<file path="src/rtl/ctrl_pkg.sv">
// ctrl_pkg: opcode/ALU/state/class types and halt encoding for multicycle_ctrl; CTRL_HALT_EN selects whether the all-ones instruction halts
package ctrl_pkg;
  typedef enum logic [2:0] {OP_ADD, OP_SUB, OP_AND, OP_XOR, OP_LDR, OP_STR, OP_BR, OP_BRZ} opcode_t;
  localparam logic [2:0] ALU_ADD = 3'b000;
  localparam logic [2:0] ALU_SUB = 3'b001;
  localparam logic [2:0] ALU_AND = 3'b010;
  localparam logic [2:0] ALU_XOR = 3'b011;
  typedef enum logic [2:0] {S_FETCH, S_DECODE, S_EXEC, S_MEM, S_WB, S_HALT} state_t;
  typedef enum logic [2:0] {C_ALU, C_LDR, C_STR, C_BR, C_BRZ, C_NOP, C_HALT} cls_t;
  localparam logic [8:0] HALT_INSTR = 9'h1FF;
`ifdef CTRL_HALT_EN
  localparam bit HALT_EN = 1'b1;
`else
  localparam bit HALT_EN = 1'b0;
`endif
endpackage

</file>
<file path="src/rtl/multicycle_ctrl_if.sv">
// multicycle_ctrl_if: fetch/datapath/memory bundle (instr, instr_valid, zero, mem_ready in; strobes, busy, halted, retired out); master = environment, slave = controller
interface multicycle_ctrl_if #(parameter int INSTR_W = 9, parameter int CNT_W = 16);
  logic [INSTR_W-1:0] instr;
  logic instr_valid, zero, mem_ready;
  logic ir_load, reg_write, mem_read, mem_write, pc_write, branch_taken, busy, halted;
  logic [2:0] alu_op;
  logic [CNT_W-1:0] retired;
  modport master(
    output instr, instr_valid, zero, mem_ready,
    input ir_load, alu_op, reg_write, mem_read, mem_write, pc_write, branch_taken, busy, halted, retired
  );
  modport slave(
    input instr, instr_valid, zero, mem_ready,
    output ir_load, alu_op, reg_write, mem_read, mem_write, pc_write, branch_taken, busy, halted, retired
  );
endinterface

</file>
<file path="src/rtl/ctrl_decode.sv">
// ctrl_decode: IR in -> instruction class (cls) and alu_op out; the HALT class exists only with CTRL_HALT_EN
module ctrl_decode import ctrl_pkg::*; #(
  parameter int INSTR_W = 9,
  parameter int OP_W = 3
) (
  input  logic [INSTR_W-1:0] ir,
  output cls_t               cls,
  output logic [2:0]         alu_op
);
  logic [OP_W-1:0] op;
  assign op = ir[INSTR_W-1 -: OP_W];
  always_comb begin
    cls = C_NOP;
    alu_op = ALU_ADD;
    if ((op >> 3) == '0)
      case (opcode_t'(op[2:0]))
        OP_LDR: cls = C_LDR;
        OP_STR: cls = C_STR;
        OP_BR: cls = C_BR;
        OP_BRZ: cls = (HALT_EN && &ir) ? C_HALT : C_BRZ;
        default: begin
          cls = C_ALU;
          alu_op = op[2:0];
        end
      endcase
  end
endmodule

</file>
<file path="src/rtl/multicycle_ctrl.sv">
// multicycle_ctrl: FETCH/DECODE/EXEC/MEM/WB sequencer; ports clk, reset, bus (multicycle_ctrl_if.slave); CTRL_HALT_EN enables HALT
module multicycle_ctrl import ctrl_pkg::*; #(
  parameter int INSTR_W = 9,
  parameter int OP_W = 3,
  parameter int CNT_W = 16
) (
  input logic              clk,
  input logic              reset,
  multicycle_ctrl_if.slave bus
);
  state_t state_q, state_d;
  logic [INSTR_W-1:0] ir_q, ir_d;
  logic [CNT_W-1:0] retired_q, retired_d;
  cls_t cls;
  logic [2:0] dec_alu;
  ctrl_decode #(.INSTR_W(INSTR_W), .OP_W(OP_W)) u_dec (.ir(ir_q), .cls(cls), .alu_op(dec_alu));
  always_ff @(posedge clk)
    if (reset) begin
      state_q <= S_FETCH;
      ir_q <= '0;
      retired_q <= '0;
    end else begin
      state_q <= state_d;
      ir_q <= ir_d;
      retired_q <= retired_d;
    end
  always_comb begin
    state_d = state_q;
    ir_d = ir_q;
    bus.ir_load = 1'b0;
    bus.alu_op = ALU_ADD;
    bus.reg_write = 1'b0;
    bus.mem_read = 1'b0;
    bus.mem_write = 1'b0;
    bus.pc_write = 1'b0;
    bus.branch_taken = 1'b0;
    case (state_q)
      S_FETCH: begin
        bus.ir_load = bus.instr_valid;
        if (bus.instr_valid) begin
          ir_d = bus.instr;
          state_d = S_DECODE;
        end
      end
      S_DECODE: state_d = cls == C_HALT ? S_HALT : S_EXEC;
      S_EXEC: begin
        bus.alu_op = cls == C_ALU ? dec_alu : ALU_ADD;
        bus.reg_write = cls == C_ALU;
        bus.pc_write = cls != C_LDR && cls != C_STR;
        bus.branch_taken = cls == C_BR || (cls == C_BRZ && bus.zero);
        state_d = (cls == C_LDR || cls == C_STR) ? S_MEM : S_FETCH;
      end
      S_MEM: begin
        bus.mem_read = cls == C_LDR;
        bus.mem_write = cls == C_STR;
        bus.pc_write = bus.mem_ready && cls == C_STR;
        if (bus.mem_ready) state_d = cls == C_LDR ? S_WB : S_FETCH;
      end
      S_WB: begin
        bus.reg_write = 1'b1;
        bus.pc_write = 1'b1;
        state_d = S_FETCH;
      end
      default: state_d = state_q;
    endcase
    retired_d = retired_q + CNT_W'(bus.pc_write);
  end
  assign bus.busy = state_q != S_FETCH && state_q != S_HALT;
  assign bus.halted = HALT_EN && state_q == S_HALT;
  assign bus.retired = retired_q;
endmodule

</file>
<file path="src/flat_wrapper.sv">
// flat-port wrapper written by rule: the top's interface ports become plain ports
module multicycle_ctrl_flat import ctrl_pkg::*;
#(
  parameter int INSTR_W = 9,
  parameter int OP_W = 3,
  parameter int CNT_W = 16
)
  (clk, reset, bus_instr, bus_instr_valid, bus_zero, bus_mem_ready, bus_ir_load, bus_alu_op, bus_reg_write, bus_mem_read, bus_mem_write, bus_pc_write, bus_branch_taken, bus_busy, bus_halted, bus_retired);
  multicycle_ctrl_if #(.INSTR_W(INSTR_W), .CNT_W(CNT_W)) bus_i ();
  input logic clk;
  input logic reset;
  input wire logic [$bits(bus_i.instr)-1:0] bus_instr;
  input wire logic [$bits(bus_i.instr_valid)-1:0] bus_instr_valid;
  input wire logic [$bits(bus_i.zero)-1:0] bus_zero;
  input wire logic [$bits(bus_i.mem_ready)-1:0] bus_mem_ready;
  output wire logic [$bits(bus_i.ir_load)-1:0] bus_ir_load;
  output wire logic [$bits(bus_i.alu_op)-1:0] bus_alu_op;
  output wire logic [$bits(bus_i.reg_write)-1:0] bus_reg_write;
  output wire logic [$bits(bus_i.mem_read)-1:0] bus_mem_read;
  output wire logic [$bits(bus_i.mem_write)-1:0] bus_mem_write;
  output wire logic [$bits(bus_i.pc_write)-1:0] bus_pc_write;
  output wire logic [$bits(bus_i.branch_taken)-1:0] bus_branch_taken;
  output wire logic [$bits(bus_i.busy)-1:0] bus_busy;
  output wire logic [$bits(bus_i.halted)-1:0] bus_halted;
  output wire logic [$bits(bus_i.retired)-1:0] bus_retired;
  assign bus_i.instr = bus_instr;
  assign bus_i.instr_valid = bus_instr_valid;
  assign bus_i.zero = bus_zero;
  assign bus_i.mem_ready = bus_mem_ready;
  assign bus_ir_load = bus_i.ir_load;
  assign bus_alu_op = bus_i.alu_op;
  assign bus_reg_write = bus_i.reg_write;
  assign bus_mem_read = bus_i.mem_read;
  assign bus_mem_write = bus_i.mem_write;
  assign bus_pc_write = bus_i.pc_write;
  assign bus_branch_taken = bus_i.branch_taken;
  assign bus_busy = bus_i.busy;
  assign bus_halted = bus_i.halted;
  assign bus_retired = bus_i.retired;
  multicycle_ctrl #(.INSTR_W(INSTR_W), .OP_W(OP_W), .CNT_W(CNT_W)) u_core (.clk(clk), .reset(reset), .bus(bus_i));
endmodule
</file>
<file path="config.mk">
export PLATFORM = sky130hd
export DESIGN_NAME = multicycle_ctrl_flat
export DESIGN_NICKNAME = d
export VERILOG_FILES = /design/src/rtl/ctrl_pkg.sv /design/src/rtl/multicycle_ctrl_if.sv /design/src/rtl/ctrl_decode.sv /design/src/rtl/multicycle_ctrl.sv /design/src/flat_wrapper.sv
export SDC_FILE = /design/constraint.sdc
export NUM_CORES = 1
export LEC_CHECK = 0
export CAP_MARGIN = 5
export CORE_UTILIZATION = 42
export CTS_BUF_LIST = sky130_fd_sc_hd__clkbuf_4
export DETAILED_ROUTE_END_ITERATION = 8
export PLACE_DENSITY = 0.78
export SLEW_MARGIN = 40
export SYNTH_ARGS = -nofsm -noshare
export SYNTH_HDL_FRONTEND = slang
export SYNTH_SLANG_ARGS = --single-unit
export TNS_END_PERCENT = 30
</file>
<file path="constraint.sdc">
create_clock -name clk -period 2.3 [get_ports clk]
set_input_delay 0.46 -clock clk [delete_from_list [all_inputs] [get_ports clk]]
set_output_delay 0.46 -clock clk [all_outputs]
set_load 0.005 [all_outputs]
</file>
**Run 1: M1 wires**

Cells faint in the background.
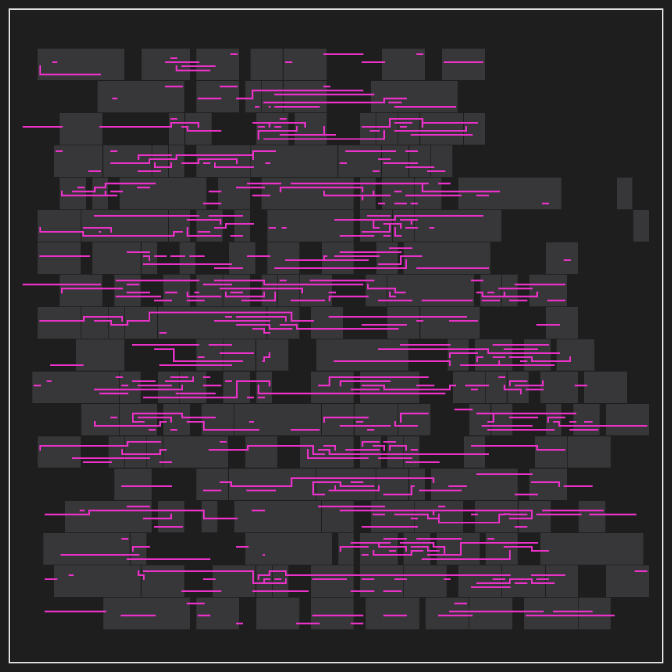
The longest straight run is 18.9 µm. 172 nets have wire on it. The layer carries 1220 µm of wire. The wires run mostly horizontal. The layer holds 44% of the routed length.
met1 track demand over resource: 0.241
vias: 1141

**Run 1: M2 wires**

Scale bar: 20 µm.
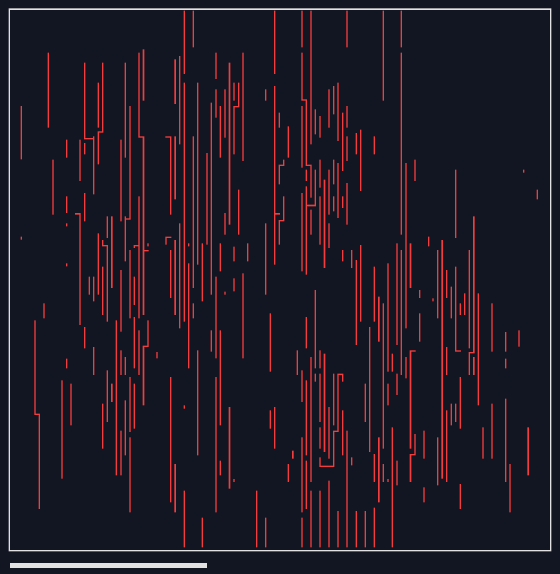
174 nets have wire on it. The longest straight run is 24.1 µm. The wires run mostly vertical.
met2 track demand over resource: 0.359
routed wire length: 2.75 mm

**Run 1: met3 routing**

Scale bar: 20 µm.
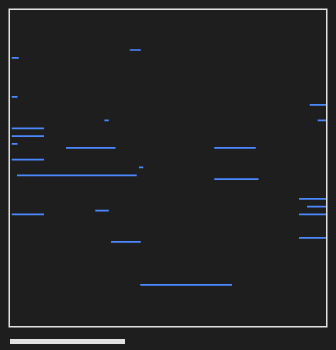
The layer holds 4.0% of the routed length. The wires run mostly horizontal. The longest straight run is 20.5 µm. The layer carries 111 µm of wire.
met3 track utilization from global routing: 0.0328

==> run 1: kinds of logic (layout without fill, tap and decap cells) <==
logic type | count (synthesis) | count (layout) | share of synthesized area
and+or+nand+nor | 62 | 62 | 0.318
AOI/OAI and AO/OA | 24 | 24 | 0.130
DFF | 22 | 22 | 0.375
buffers and inverters | 13 | 58 | 0.0490
muxes | 8 | 8 | 0.0735
xor gates and xnor gates | 4 | 4 | 0.0298
adders and majority gates | 2 | 2 | 0.0213
other | 1 | 2 | 0.00319
==> run 1: sequential cells by signal, summed over array words and instances, names as in the netlist <==
signal              cells
u_core.bus.retired     16
u_core.ir_q             3
u_core.state_q          3
==> run 1: area by class of cell <==
cell class	count	area (µm²)
Fill cell	223	850
Multi-Input combinational cell	102	733
Timing Repair Buffer	50	460
Sequential cell	22	445
Tap cell	30	37.5
Clock buffer	3	22.5
Inverter	4	15.0
Clock inverter	1	3.75
==> run 1: synthesized netlist by cell type <==
| cell type | n |
|---|---|
| sky130_fd_sc_hd__nand4_4 | 1 |
| sky130_fd_sc_hd__inv_1 | 4 |
| sky130_fd_sc_hd__conb_1 | 1 |
| sky130_fd_sc_hd__nand3_1 | 6 |
| sky130_fd_sc_hd__nor3b_1 | 1 |
| sky130_fd_sc_hd__mux2i_1 | 3 |
| sky130_fd_sc_hd__nand2_1 | 4 |
| sky130_fd_sc_hd__clkbuf_1 | 5 |
| sky130_fd_sc_hd__o31ai_1 | 3 |
| sky130_fd_sc_hd__nor3_1 | 1 |
| sky130_fd_sc_hd__nand4_1 | 4 |
| sky130_fd_sc_hd__or3_2 | 1 |
| sky130_fd_sc_hd__ha_1 | 2 |
| sky130_fd_sc_hd__nor4b_4 | 1 |
| sky130_fd_sc_hd__or4_1 | 3 |
| sky130_fd_sc_hd__o21ba_2 | 2 |
| sky130_fd_sc_hd__nand2b_1 | 3 |
| sky130_fd_sc_hd__nor2_1 | 16 |
| sky130_fd_sc_hd__a21oi_1 | 9 |
| sky130_fd_sc_hd__o21ai_0 | 6 |
| sky130_fd_sc_hd__o2111a_1 | 1 |
| sky130_fd_sc_hd__or3_1 | 2 |
| sky130_fd_sc_hd__o22ai_1 | 1 |
| sky130_fd_sc_hd__mux2_2 | 5 |
| sky130_fd_sc_hd__dfxtp_1 | 22 |
| sky130_fd_sc_hd__a41oi_1 | 1 |
| sky130_fd_sc_hd__nor2b_1 | 10 |
| sky130_fd_sc_hd__xnor2_1 | 2 |
| sky130_fd_sc_hd__buf_2 | 1 |
| sky130_fd_sc_hd__nand3b_1 | 1 |
| sky130_fd_sc_hd__a211o_1 | 1 |
| sky130_fd_sc_hd__buf_1 | 1 |
| sky130_fd_sc_hd__nor4b_1 | 1 |
| sky130_fd_sc_hd__nor4_1 | 6 |
| sky130_fd_sc_hd__xor2_1 | 2 |
| sky130_fd_sc_hd__and4_1 | 1 |
| sky130_fd_sc_hd__buf_4 | 2 |
==> run 1: metal layers <==
metal  vias to the layer above  GRT usage  part of all wire
li1                        577          -                 -
met1                       530      0.241              0.44
met2                        27      0.359              0.49
met3                         7     0.0328             0.040
met4                         0      0.104             0.025
met5                         -          0                 0
==> notes.md, run 1 <==
flow finished, numbers: largest net degree at the start of global routing=14, startpoint type of the worst setup path=register, number of clock sinks=22, CORE AREA=approximately 2600 µm², result of the run=finished, final reports clean, library cells used by synthesis=37, number of buffers inserted during clock tree synthesis=3, number of nets with antenna violations after detailed routing=0, clock tree from TritonCTS=built, first element of the critical path=u_core.state_q[2], Final setup violation count=0, total congestion overflow after global routing=0, chip area=between 3000 and 4000 µm², Initial DRT Pass Iterations=4, post-synthesis cell area=around 1200 µm², root buf cell=sky130_fd_sc_hd__clkbuf_4, tool warnings=34, required time at the endpoint of the critical path=between 1.5 and 2 ns, initial antenna violation count=0, Clock H-tree levels=1, final standard cell count with taps included and fillers excluded=212, smallest hold slack=~0.54 ns, unrepaired setup endpoints after global routing=yes, pre-CTS setup slack=-0.219 ns, die y size=around 55 µm, number of register bits inferred by synthesis=22, accumulated negative setup slack=0 ns, number of cells on the worst hold path=2, count of nets after finishing=199, instance count of the mapped netlist=136, clock network power=approximately 0.00018 W, Min-Delay Endpoint=u_core.bus.retired[10], site row count=18, summed standard-cell area reported by yosys=roughly 1200 µm², cells on worst reg2reg path=10, number of placed cells counting well taps=approximately 210, Resized Gates After CTS=3, P_comb=about 0.000097 W, layout overhead on the synthesized area=46.2%, maximum frequency from static timing analysis=roughly 440 MHz, via count of the first global-routing pass=1061, Ys Warns=0, average detailed-routed wire length per instance=between 10 and 15 µm, # port buffers=32, Sw Pwr=between 0.00015 and 0.0002 W, Worst Setup Path Type=register to output port, post-synthesis area per instance=about 8.6 µm², sequential fraction of design power=0.591, delay contributed by the slowest stage of the critical path=0.48 ns, Top area cell types=sky130_fd_sc_hd__dfxtp_1 37%, sky130_fd_sc_hd__nor2b_1 5.3%, sky130_fd_sc_hd__nor2_1 5.1%, first-pass GRT wire length=about 4.4 mm, cell family with the largest share of critical-path delay=buffers and inverters
==> run 2, diff against run 1 <==
- SETUP_SLACK_MARGIN: default -> 0.2
**Run 2: M1 wires**

Cells faint in the background.
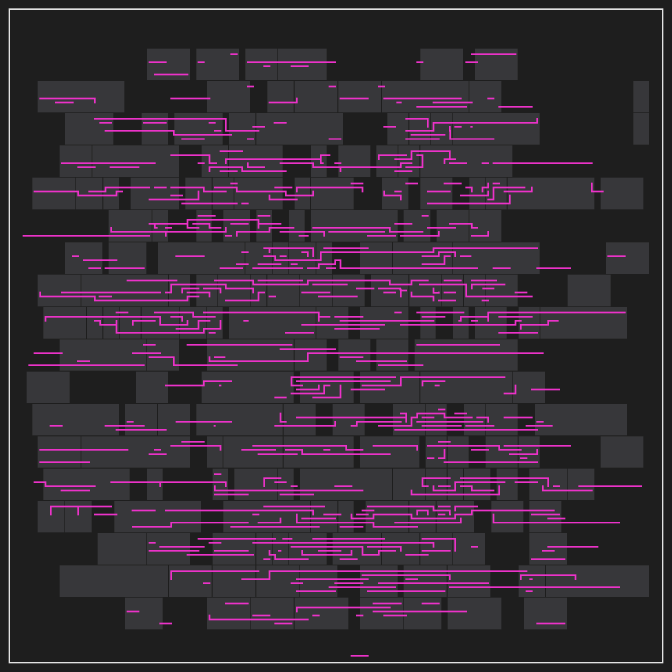
routed wire length: 3.16 mm
met1 track demand over resource: 0.253
vias: 1213

==> notes.md, run 2 <==
flow finished, numbers: result of the run=finished, final reports clean (unchanged), cell family with the largest share of critical-path delay=simple AND/OR/NAND/NOR gates (was buffers and inverters), maximum frequency from static timing analysis=456 MHz (was 445 MHz), synthesized-area fraction occupied by adder cells=0.0213 (unchanged), Critical Path Sink Type=register (was output port), required time at the endpoint of the critical path=2.52 ns (was 1.84 ns), Dominant combinational family=simple AND/OR/NAND/NOR gates (unchanged), # port buffers=32 (unchanged), count of nets after finishing=205 (was 199), xor and xnor fraction of the mapped netlist area=0.0298 (unchanged), final count of pins violating max slew=0 (unchanged), Primary FF master, synth=sky130_fd_sc_hd__dfxtp_1 (unchanged), delay contributed by the slowest stage of the critical path=0.36 ns (was 0.48 ns), Sw Pwr=0.000175 W (was 0.000162 W), Ys Warns=0 (unchanged), post-synthesis cell area=1170 µm² (unchanged), number of register bits inferred by synthesis=22 (unchanged), library cells used by synthesis=37 (unchanged), Clock H-tree levels=1 (unchanged), die y size=54.9 µm (unchanged), post-synth tally of flip-flops with integrated enable=0 (unchanged), CORE AREA=2570 µm² (unchanged), fp_density=0.458 (unchanged), maximum vdd ir drop=0.503 mV (was 0.362 mV), flip-flop count of the largest register after layout=16 (unchanged), synthesized-area fraction occupied by and/or/nand/nor cells=0.318 (unchanged), Top area cell types=sky130_fd_sc_hd__dfxtp_1 37%, sky130_fd_sc_hd__nor2b_1 5.3%, sky130_fd_sc_hd__nor2_1 5.1% (unchanged), root buf cell=sky130_fd_sc_hd__clkbuf_4 (unchanged), total congestion overflow after global routing=0 (unchanged), Via-to-Cell Ratio=5.56 (was 5.38), number of clock sinks=22 (unchanged), first-pass GRT wire length=4.42 mm (was 4.43 mm), library cell with the highest instance count after synthesis=sky130_fd_sc_hd__dfxtp_1 (unchanged), Final setup violation count=0 (unchanged), summed standard-cell area reported by yosys=1170 µm² (unchanged), accumulated negative setup slack=0 ns (unchanged), final standard cell count with taps included and fillers excluded=218 (was 212), initial antenna violation count=0 (unchanged), site row count=18 (unchanged), most used logic cell in the final layout=sky130_fd_sc_hd__clkdlybuf4s50_1 (unchanged), number of fill cells=205 (was 223), startpoint type of the worst setup path=register (unchanged), number of placed cells counting well taps=208 (was 207), average detailed-routed wire length per instance=14.5 µm (was 13.0 µm), number of buffers inserted during clock tree synthesis=3 (unchanged), asr flop ratio synth=0 (unchanged), chip area=3010 µm² (unchanged), Mux area share=0.0735 (unchanged), post-synthesis area per instance=8.64 µm² (unchanged), Initial DRT Pass Iterations=4 (unchanged), most prevalent standard cell on the critical path=sky130_fd_sc_hd__ha_4 (was sky130_fd_sc_hd__buf_4), clock tree from TritonCTS=built (unchanged), unrepaired setup endpoints after global routing=yes (unchanged), via count of the first global-routing pass=1063 (was 1061), layout overhead on the synthesized area=55.7% (was 46.2%), instance count of the mapped netlist=136 (unchanged), tool warnings=35 (was 34), final hold violation count=0 (unchanged), AO/OA Area Share=0.130 (unchanged), Worst Setup Path Type=register to register (was register to output port)
**Run 2: M2 wires**

Scale bar: 20 µm.
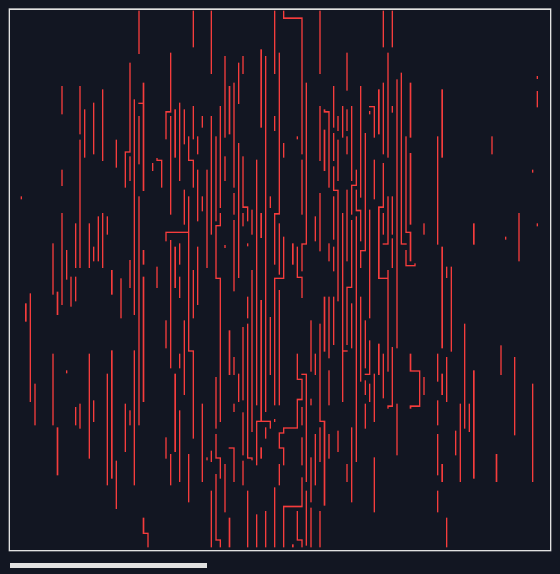
The layer holds 50% of the routed length. The layer carries 1590 µm of wire. The wires run mostly vertical. 183 nets have wire on it. The longest straight run is 36.0 µm.
met2 track demand over resource: 0.351

[run 2: cell counts after synthesis]
No cell type changed its count.
[run 2: power groups by stage]
stage	logic, W	clock network (W)	registers (W)
after global placement	0.0000961	0	0.000404
after detailed placement	0.0000975	0	0.000404
after global routing	0.000110	0.000207	0.000399
after floorplan	0.0000557	0	0.000402
final	0.000102	0.000185	0.000397
after CTS	0.0000995	0.000193	0.000396
[run 2: kinds of logic (layout without fill, tap and decap cells)]
group / Yosys count / in the layout
compound gates: 24 / 24
xor+xnor: 4 / 4
fa+ha+maj: 2 / 2
buf+inv: 13 / 64
flops: 22 / 22
mux: 8 / 8
other cells: 1 / 2
simple gates: 62 / 62
[run 2: final cells by class]
cell class / instances / area [µm²] / area share
clock inverters: 1 / 3.75 / 0.00205
well taps: 30 / 37.5 / 0.0205
clock buffers: 3 / 22.5 / 0.0123
repair buffers: 56 / 504 / 0.276
inverters: 4 / 15.0 / 0.00821
flip-flops and latches: 22 / 448 / 0.245
multi-input cells: 102 / 798 / 0.436
[run 2: path summary, 6_finish.rpt]
check / from / end / slack [ns] / cells after the start
setup / recovery: u_core.state_q[2] / u_core.bus.retired[12] / 0.11 / 9
hold / removal: u_core.bus.retired[8] / u_core.bus.retired[8] / 0.55 / 2
setup reg to reg: u_core.state_q[2] / u_core.bus.retired[12] / 0.11 / 9
hold reg to reg: u_core.bus.retired[8] / u_core.bus.retired[8] / 0.55 / 2
[run 2: routing by layer]
metal,share of wire,GRT usage,vias to the layer above
met2,0.50,0.351,32
met4,0.024,0.0750,0
li1,-,-,594
met1,0.44,0.253,578
met5,0,0,-
met3,0.038,0.0601,9
[run 2: timing repair]
item,4_1_cts,5_1_grt
endpoints found under the hold margin,0,0
resized,16,8
pin swaps,3,4
buffers inserted,2,4
endpoints found under the setup margin,18,17
[run 2: worst min-delay path, stage by stage, from the launching register on]
cell and delay [ns]:
sky130_fd_sc_hd__dfxtp_1 0.37, sky130_fd_sc_hd__o21ai_0 0.09, sky130_fd_sc_hd__a21oi_1 0.06
[run 2: through the flow]
stage / utilization / hold WS, ns / setup WS (ns) / area (µm²)
2_1_floorplan: - / 0.484 / 0.0189 / 1250
3_3_place_gp: 0.656 / 0.506 / -0.181 / 1690
3_5_place_dp: 0.656 / 0.516 / -0.235 / 1690
4_1_cts: 0.688 / 0.545 / 0.0535 / 1770
5_1_grt: 0.712 / 0.584 / -0.00108 / 1830
6_report: 0.712 / 0.553 / 0.108 / 1830
==> run 3, diff against run 2 <==
- clock period: 2.3 -> 2 ns (I/O delays scaled with it)
**Run 3: M2 wires**

Scale bar: 20 µm.
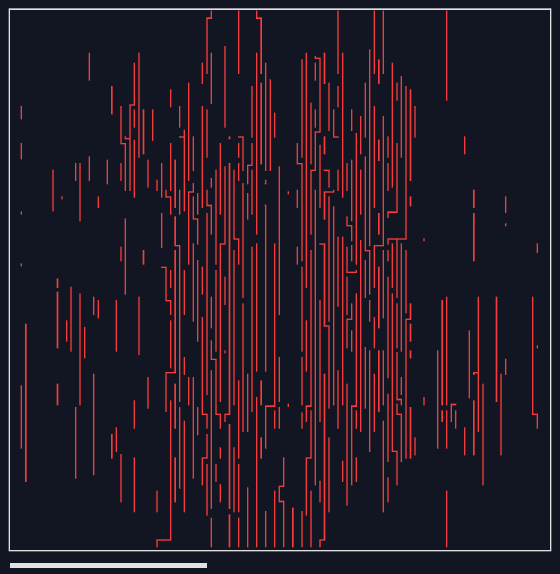
185 nets have wire on it. The layer carries 1820 µm of wire. The wires run mostly vertical.
met2 track demand over resource: 0.422
vias: 1235
routed wire length: 3.54 mm

==> notes.md, run 3 <==
flow finished, numbers: result of the run=finished, violations left (was finished, final reports clean), violated checks=setup timing, fp_density=0.458 (unchanged), class of the most critical hold timing path=register to register (unchanged), Max Fanout on Critical Path=4 (unchanged), count of nets after finishing=204 (was 205), chip area=3010 µm² (unchanged), first-pass GRT wire length=5.16 mm (was 4.42 mm), flip-flop count of the largest register after layout=16 (unchanged), number of buffers inserted during clock tree synthesis=3 (unchanged), number of primary I/O pins=41 (unchanged), smallest hold slack=0.561 ns (was 0.553 ns), instance count of the mapped netlist=136 (unchanged), delay contributed by the slowest stage of the critical path=0.51 ns (was 0.36 ns), final standard cell count with taps included and fillers excluded=216 (was 218), final hold violation count=0 (unchanged), layout cells sized above 1=0.376 (was 0.293), library cell with the highest instance count after synthesis=sky130_fd_sc_hd__dfxtp_1 (unchanged), library cells used by synthesis=37 (unchanged), maximum vdd ir drop=0.319 mV (was 0.503 mV), average detailed-routed wire length per instance=16.4 µm (was 14.5 µm), layout overhead on the synthesized area=59.4% (was 55.7%), CORE AREA=2570 µm² (unchanged), number of clock sinks=22 (unchanged), summed standard-cell area reported by yosys=1170 µm² (unchanged), initial antenna violation count=0 (unchanged), root buf cell=sky130_fd_sc_hd__clkbuf_4 (unchanged), worst setup skew after layout=0.00963 ns (was 0.00150 ns), pre-CTS setup slack=-0.396 ns (was -0.235 ns), clock insertion delay at the later pin of the skew report=0.31 ns (was 0.32 ns), reported leakage power=0.708 nW (was 0.715 nW), flop-to-flop setup slack=-0.23 ns (was 0.11 ns), most used logic cell in the final layout=sky130_fd_sc_hd__clkdlybuf4s50_1 (unchanged), clock tree from TritonCTS=built (unchanged), Die X=54.9 µm (unchanged), unrepaired setup endpoints after global routing=yes (unchanged), slowest stage cell, crit path=sky130_fd_sc_hd__or4_4 (was sky130_fd_sc_hd__dfxtp_2), site row count=18 (unchanged), # port buffers=32 (unchanged), Primary FF master, synth=sky130_fd_sc_hd__dfxtp_1 (unchanged), Worst Setup Path Type=register to register (unchanged), Slew Limit Headroom=0.668, maximum frequency from static timing analysis=449 MHz (was 456 MHz), Final setup violation count=8 (was 0), post-synthesis area per instance=8.64 µm² (unchanged), post-synthesis cell area=1170 µm² (unchanged), required time at the endpoint of the critical path=2.24 ns (was 2.52 ns), tool warnings=35 (unchanged), final count of pins violating max slew=0 (unchanged), Top area cell types=sky130_fd_sc_hd__dfxtp_1 37%, sky130_fd_sc_hd__nor2b_1 5.3%, sky130_fd_sc_hd__nor2_1 5.1% (unchanged), Max-area cell share=0.375 (unchanged), number of register bits inferred by synthesis=22 (unchanged), post-synth tally of flip-flops with integrated enable=0 (unchanged), least setup slack across all paths after layout=-0.227 ns (was 0.108 ns), number of placed cells counting well taps=210 (was 208), Critical Path Sink Type=register (unchanged), total congestion overflow after global routing=0 (unchanged), via count of the first global-routing pass=1133 (was 1063), Ys Warns=0 (unchanged), final worst-path cycle share=1.11 (was 0.953), number of nets with antenna violations after detailed routing=0 (unchanged), most frequent cells after synthesis=22 x sky130_fd_sc_hd__dfxtp_1, 16 x sky130_fd_sc_hd__nor2_1, 10 x sky130_fd_sc_hd__nor2b_1, 9 x sky130_fd_sc_hd__a21oi_1 (unchanged), Via-to-Cell Ratio=5.72 (was 5.56), most prevalent standard cell on the critical path=sky130_fd_sc_hd__ha_4 (unchanged), accumulated negative setup slack=-0.795 ns (was 0 ns), startpoint type of the worst setup path=register (unchanged), die y size=54.9 µm (unchanged), asr flop ratio synth=0 (unchanged), hold buffer count at cts=0 (unchanged), Clock H-tree levels=1 (unchanged), end-of-flow core utilization=0.730 (was 0.712), shortest clock period the worst path allows after layout=2.23 ns (was 2.19 ns), number of fill cells=182 (was 205), Initial DRT Pass Iterations=5 (was 4), largest net degree at the start of global routing=14 (was 15)
**Run 3: M1 wires**

Cells faint in the background.
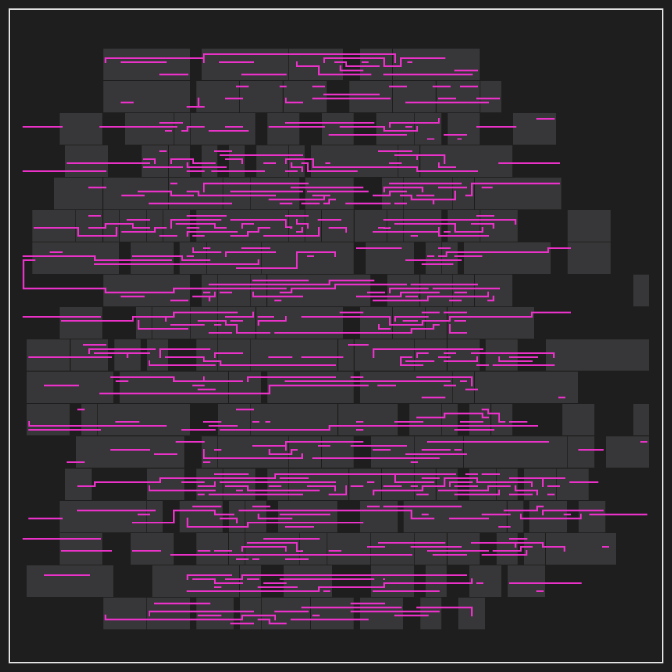
The longest straight run is 20.2 µm. The wires run mostly horizontal. The layer carries 1530 µm of wire. 184 nets have wire on it. The layer holds 43% of the routed length.
met1 track demand over resource: 0.293

[run 3: cell counts after synthesis]
Identical to the previous run, type by type.
[run 3: layout make-up]
| type | instances | area, µm² | share of cell area |
|---|---|---|---|
| Clock buffer | 3 | 22.5 | 0.0120 |
| Inverter | 4 | 15.0 | 0.00802 |
| Multi-Input combinational cell | 102 | 871 | 0.465 |
| Sequential cell | 22 | 454 | 0.242 |
| Tap cell | 30 | 37.5 | 0.0200 |
| Timing Repair Buffer | 55 | 473 | 0.253 |
[run 3: report_power, final]
group          internal [W]  switching [W]
logic             0.0000665      0.0000606
registers          0.000444      0.0000100
clock network     0.0000704       0.000136
total              0.000581       0.000206
[run 3: worst paths after layout]
path,endpoint,start,cells after the start
min,u_core.ir_q[6],u_core.ir_q[6],2
max,u_core.bus.retired[10],u_core.state_q[2],9
min reg2reg,u_core.ir_q[6],u_core.ir_q[6],2
max reg2reg,u_core.bus.retired[10],u_core.state_q[2],9
[run 3: what timing repair did]
action                     CTS  global route
resized                     35            23
setup buffers                0             3
cloned                       0             0
setup endpoints to repair   20            21
pin swaps                    8             8
[run 3: stage by stage]
| stage | area, µm² | total power (W) |
|---|---|---|
| 6_report | 1870 | 0.000788 |
| 5_1_grt | 1870 | 0.000824 |
| 4_1_cts | 1780 | 0.000782 |
| 3_5_place_dp | 1700 | 0.000583 |
| 3_3_place_gp | 1700 | 0.000577 |
| 2_1_floorplan | 1250 | 0.000526 |
[run 3: worst max-delay path, delay by kind of cell, from the launching register on]
family | cells | cell delay [ns]
flip-flops | 1 | 0.38
AND/OR/NAND/NOR | 3 | 0.75
buffers and inverters | 1 | 0.18
adder cells (fa/ha/maj) | 2 | 0.29
AND-OR/OR-AND | 3 | 0.56
[run 3: cells by family (layout without fill, tap and decap cells)]
family / Yosys count / count (layout) / synth area share
adder cells (fa/ha/maj): 2 / 2 / 0.0213
multiplexers: 8 / 8 / 0.0735
buffers and inverters: 13 / 62 / 0.0490
flip-flops: 22 / 22 / 0.375
AND-OR/OR-AND: 24 / 24 / 0.130
AND/OR/NAND/NOR: 62 / 62 / 0.318
XOR/XNOR: 4 / 4 / 0.0298
other: 1 / 2 / 0.00319
[run 3: per-layer routing]
layer  wire (µm)  part of all wire  GRT usage
met2        1820              0.51      0.422
met5           0                 0          0
met1        1530              0.43      0.293
met4          43             0.012     0.0917
met3         153             0.043     0.0301
Power figures rest on the tool's default switching activity, not on a simulated workload.
